**src/rtl/packet_disassembler.sv**
```systemverilog
// ============================================================================
// Module   : packet_disassembler
// Purpose  : Rebuilds HDMI data island packets (header + 4 subpackets) from
//            TERC4-decoded 9-bit words and checks the five BCH parity bytes.
// Revision : 1.0
// ============================================================================
`default_nettype none
`timescale 1ns/1ps

module packet_disassembler #(
    parameter bit CHECK_ECC     = 1'b1,
    parameter bit DROP_ON_ERROR = 1'b0
) (
    input  logic        clk_pixel,
    input  logic        reset,
    input  logic        data_island_period,
    input  logic [8:0]  packet_data,
    output logic [23:0] header,
    output logic [55:0] sub [3:0],
    output logic [4:0]  ecc_error,
    output logic        packet_valid
);

    localparam logic [7:0] c_POLY       = 8'h83;
    localparam logic [4:0] c_HDR_WORDS  = 5'd24;
    localparam logic [4:0] c_SUB_WORDS  = 5'd28;
    localparam logic [4:0] c_LAST_WORD  = 5'd31;

    logic [4:0]  r_word;
    logic [23:0] r_hdr;
    logic [6:0]  r_hdr_par;
    logic [7:0]  r_hdr_ecc;
    logic [55:0] r_blk [4];
    logic [5:0]  r_par [4];
    logic [7:0]  r_ecc [4];

    logic [7:0]  w_hdr_ecc_next;
    logic [7:0]  w_hdr_par_full;
    logic [7:0]  w_sub_ecc_next [4];
    logic [7:0]  w_sub_par_full [4];
    logic [4:0]  w_err;

    function automatic logic [7:0] f_ecc_step(input logic [7:0] e, input logic b);
        return (e[0] ^ b) ? ({1'b0, e[7:1]} ^ c_POLY) : {1'b0, e[7:1]};
    endfunction

    // Word 0 seeds every BCH register from zero so back-to-back packets need no idle gap.
    always_comb begin
        w_hdr_ecc_next = f_ecc_step((r_word == 5'd0) ? 8'h00 : r_hdr_ecc, packet_data[0]);
        w_hdr_par_full = {packet_data[0], r_hdr_par};
        w_err          = '0;
        for (int i = 0; i < 4; i++) begin
            w_sub_ecc_next[i] = f_ecc_step(f_ecc_step((r_word == 5'd0) ? 8'h00 : r_ecc[i],
                                                      packet_data[1+i]), packet_data[5+i]);
            w_sub_par_full[i] = {packet_data[5+i], packet_data[1+i], r_par[i]};
            if (CHECK_ECC)
                w_err[i] = (w_sub_par_full[i] != r_ecc[i]);
        end
        if (CHECK_ECC)
            w_err[4] = (w_hdr_par_full != r_hdr_ecc);
    end

    always_ff @(posedge clk_pixel or posedge reset) begin
        if (reset) begin
            r_word       <= '0;
            r_hdr        <= '0;
            r_hdr_par    <= '0;
            r_hdr_ecc    <= '0;
            header       <= '0;
            ecc_error    <= '0;
            packet_valid <= 1'b0;
            for (int i = 0; i < 4; i++) begin
                r_blk[i] <= '0;
                r_par[i] <= '0;
                r_ecc[i] <= '0;
                sub[i]   <= '0;
            end
        end else begin
            packet_valid <= 1'b0;
            if (!data_island_period) begin
                r_word <= '0;
            end else begin
                r_word <= r_word + 5'd1;
                // Shift registers fill LSB-first; every bit is overwritten each packet.
                if (r_word < c_HDR_WORDS) begin
                    r_hdr     <= {packet_data[0], r_hdr[23:1]};
                    r_hdr_ecc <= w_hdr_ecc_next;
                end else begin
                    r_hdr_par <= {packet_data[0], r_hdr_par[6:1]};
                end
                for (int i = 0; i < 4; i++) begin
                    if (r_word < c_SUB_WORDS) begin
                        r_blk[i] <= {packet_data[5+i], packet_data[1+i], r_blk[i][55:2]};
                        r_ecc[i] <= w_sub_ecc_next[i];
                    end else begin
                        r_par[i] <= {packet_data[5+i], packet_data[1+i], r_par[i][5:2]};
                    end
                end
                if (r_word == c_LAST_WORD) begin
                    header    <= r_hdr;
                    ecc_error <= w_err;
                    for (int i = 0; i < 4; i++)
                        sub[i] <= r_blk[i];
                    packet_valid <= !(DROP_ON_ERROR && (|w_err));
                end
            end
        end
    end

endmodule

`default_nettype wire
```
**config.mk**
```make
export PLATFORM = sky130hd
export DESIGN_NAME = packet_disassembler
export DESIGN_NICKNAME = d
export VERILOG_FILES = /design/src/rtl/packet_disassembler.sv
export SDC_FILE = /design/constraint.sdc
export NUM_CORES = 1
export LEC_CHECK = 0
export CAP_MARGIN = 10
export CORE_MARGIN = 2
export CORE_UTILIZATION = 50
export CTS_CLUSTER_SIZE = 28
export DETAILED_ROUTE_END_ITERATION = 8
export PLACE_DENSITY = 0.81
export RECOVER_POWER = 25
export SETUP_SLACK_MARGIN = 0.15
export SLEW_MARGIN = 20
export SYNTH_ARGS = -nofsm -noshare
export SYNTH_HDL_FRONTEND = slang
export SYNTH_SLANG_ARGS = --single-unit
```
**constraint.sdc**
```tcl
create_clock -name clk_pixel -period 22.4 [get_ports clk_pixel]
set_clock_uncertainty 0.1 [all_clocks]
set_input_delay 2.24 -clock clk_pixel [delete_from_list [all_inputs] [get_ports clk_pixel]]
set_output_delay 2.24 -clock clk_pixel [all_outputs]
set_load 0.05 [all_outputs]
```
==> flow_summary.toml <==
# physical design summary
[clocking]
cts_tree = "done"
cts.sinks = 578

[sta]
fin_ws_ns = 12.16
slew_viol_final = 489
setup_viol = 0
worst_pin_slew_ns = 5.24
slew_headroom_pct = -252
tns_ns = 0
fin_hold_ws_ns = 0.376

[synthesis]
muxShareOfSynthArea_pct = 14.5
topCellsByArea = "dfrtp_1, mux2_2, nand2_1, xor2_1, buf_2"
common_cells = "nand2_1, dfrtp_1, mux2_2"
synth.most_common_cell = "nand2_1"
top_logic_kind = "multiplexers"
synth_nets = 1971
flop_cell = "dfrtp_1"
top_area_cell = "dfrtp_1"

[status]
failed_checks = "max-capacitance violations, max-slew violations"
status = "finished, violations left"

[pwr]
powerDensity_nw_per_um2 = 85.9

[route]
drt_iter0_markers = 1186
ant_nets = 0
via_per_inst = 5.18
routedWlPerCell_um = 16.9
drcViolationCount = 0

[cells_and_area]
fin_cells = 2814
nets = 2197

[floorplan]
coreArea_um2 = 44400
fp-row-count = 77

[placement]
pre_cts_ws_ns = 15.92
port_buffers = 265
hpwl_um = 29700

[setup_path]
critPathSlowestCell = "clkbuf_1"
cp_common_cell = "buf_4"

[global_route]
antenna_found_initial = 1
grt_usage_pct = 20.5

[job]
maxCapViolCount = 8
-- power breakdown --
group	switching, uW	leakage, uW	internal, uW
Combinational	112	0.00530	74.3
Sequential	85.9	0.00788	1130
Clock	384	0.000914	564
Total	582	0.0141	1770
-- per-stage QoR --
step / power (uW) / util, %
4_1_cts: 2380 / 61.8
6_report: 2350 / 61.7
3_3_place_gp: 1410 / 57.6
2_1_floorplan: 1370 / -
3_5_place_dp: 1420 / 57.6
5_1_grt: 2460 / 61.7
-- area by class of cell --
class                      count  area share, %
antenna                        2         0.0183
clock buffer                  77           5.84
clock inverter                19          0.913
inverter                       4         0.0776
multi-input combinational   1263           27.6
sequential                   578           52.8
tap                          592           2.70
timing repair buffer         279           10.1
-- sequential cells by signal, summed over array words and instances, names as in the netlist --
register	cells
ecc_error	5
r_hdr_par	7
r_ecc	32
packet_valid	1
header	24
r_word	5
r_hdr_ecc	8
r_blk	224
r_par	24
r_hdr	24
sub	224
-- path summary, 6_finish.rpt --
path	to	from	slack, ns
hold / removal	r_blk[168]	r_blk[168]	0.38
hold reg to reg	r_blk[168]	r_blk[168]	0.38
max in group clk_pixel	sub[119]	data_island_period	15.41
min in group asynchronous	sub[132]	reset	3.62
setup / recovery	r_ecc[13]	reset	12.16
setup reg to reg	sub[119]	r_word[3]	17.15
-- layout by cell type, fill, tap and decap left out, types with 2 or more instances in the layout --
| cell | netlist | final |
|---|---|---|
| nand2_1 | 781 | 781 |
| dfrtp_1 | 578 | 578 |
| mux2_2 | 287 | 287 |
| clkdlybuf4s50_1 | 0 | 260 |
| clkbuf_16 | 0 | 57 |
| xor2_1 | 53 | 53 |
| o21ai_0 | 34 | 35 |
| xnor2_1 | 21 | 21 |
| nor2_1 | 18 | 18 |
| clkbuf_1 | 43 | 13 |
| clkinv_2 | 0 | 11 |
| nor4_1 | 10 | 10 |
| clkbuf_8 | 0 | 10 |
| buf_4 | 0 | 8 |
| a31oi_1 | 6 | 6 |
| bufinv_16 | 0 | 6 |
| a22o_1 | 5 | 5 |
| dlygate4sd3_1 | 0 | 5 |
| nand3_1 | 4 | 4 |
| and2_0 | 0 | 4 |
| nor3_1 | 4 | 4 |
| nor2b_1 | 3 | 3 |
| nor3b_1 | 3 | 3 |
| mux2i_1 | 3 | 3 |
| a21bo_2 | 3 | 3 |
| o311ai_0 | 3 | 3 |
| ha_1 | 3 | 3 |
| buf_6 | 2 | 3 |
| diode_2 | 0 | 2 |
| inv_1 | 3 | 2 |
| and3_1 | 2 | 2 |
| nand4_1 | 2 | 2 |
| clkinvlp_4 | 0 | 2 |
-- worst max-delay path, delay by kind of cell --
family,cells,cell delay (ns)
buf+inv,5,8.27
-- logic make-up (layout without fill, tap and decap cells) --
logic type               count (synthesis)  count (layout)
AND-OR/OR-AND                           60              60
adder cells (fa/ha/maj)                  3               3
multiplexers                           290             290
flip-flops                             578             578
other                                    0               2
buffers and inverters                  115             379
XOR/XNOR                                74              74
AND/OR/NAND/NOR                        836             836
-- routing by layer --
layer	up-vias	GRT usage, %	share of wire [%]	wire, um
met5	-	0	0	0
li1	6756	-	-	-
met3	68	4.55	5.1	2420
met4	0	6.12	2.2	1040
met1	7439	27.6	43	20600
met2	318	33.6	49	23600
cell_classes.png
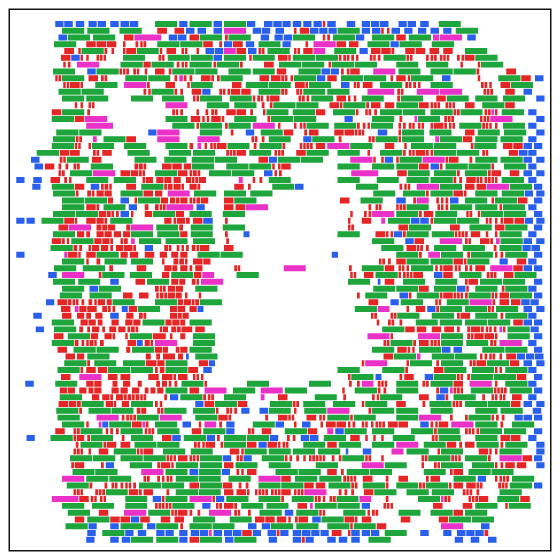
- red: all other logic (cells 1267; share of their area 28%)
- magenta: clock drivers and dummy loads (cells 96; share of their area 6.9%)
- green: flops (cells 578; share of their area 54%)
- blue: other buffers and delay cells (cells 279; share of their area 10%)

clock_map.png
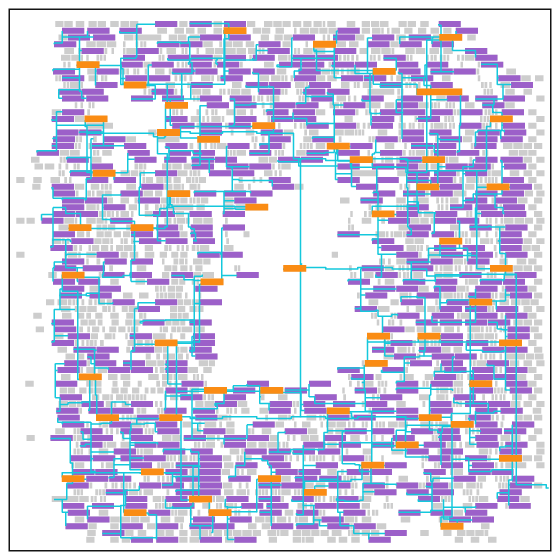
- cyan: clock wires (length 6470 um)
- purple: flip-flops (count 578)
- orange: cells driving clock nets (count 56)
- routed clock nets: 57

registers.png
Bar = 50 um. Other sequential cells in the stronger gray, the rest of the logic in the fainter gray.
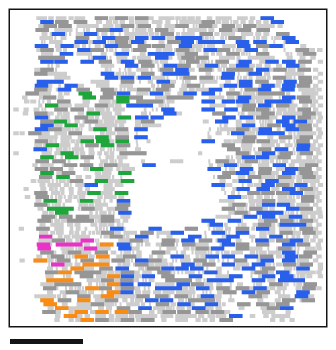
- green: r_ecc (placed flops 32; where west)
- orange: header (placed flops 24; where south-west)
- blue: r_blk (placed flops 224)
- magenta: r_hdr_ecc (placed flops 8; where south-west)
Final Util: 61.7%
Seq/total area: 52.8%
register area: 14500 um2
Power Sequential: 1220 uW

drive_strength.png
Bar = 50 um.
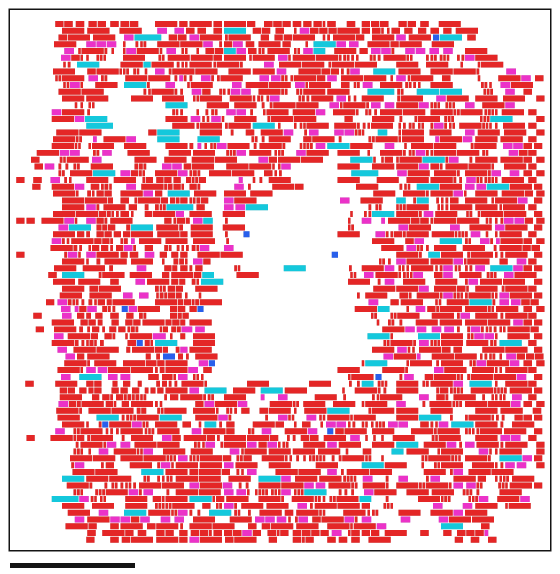
- magenta: drive 2 (cells 305)
- cyan: drive 6 and up (cells 77)
- blue: drive 3 to 4 (cells 11)
- red: drive 1 or less (cells 1827)

Power is estimated from default activity; no workload was simulated.
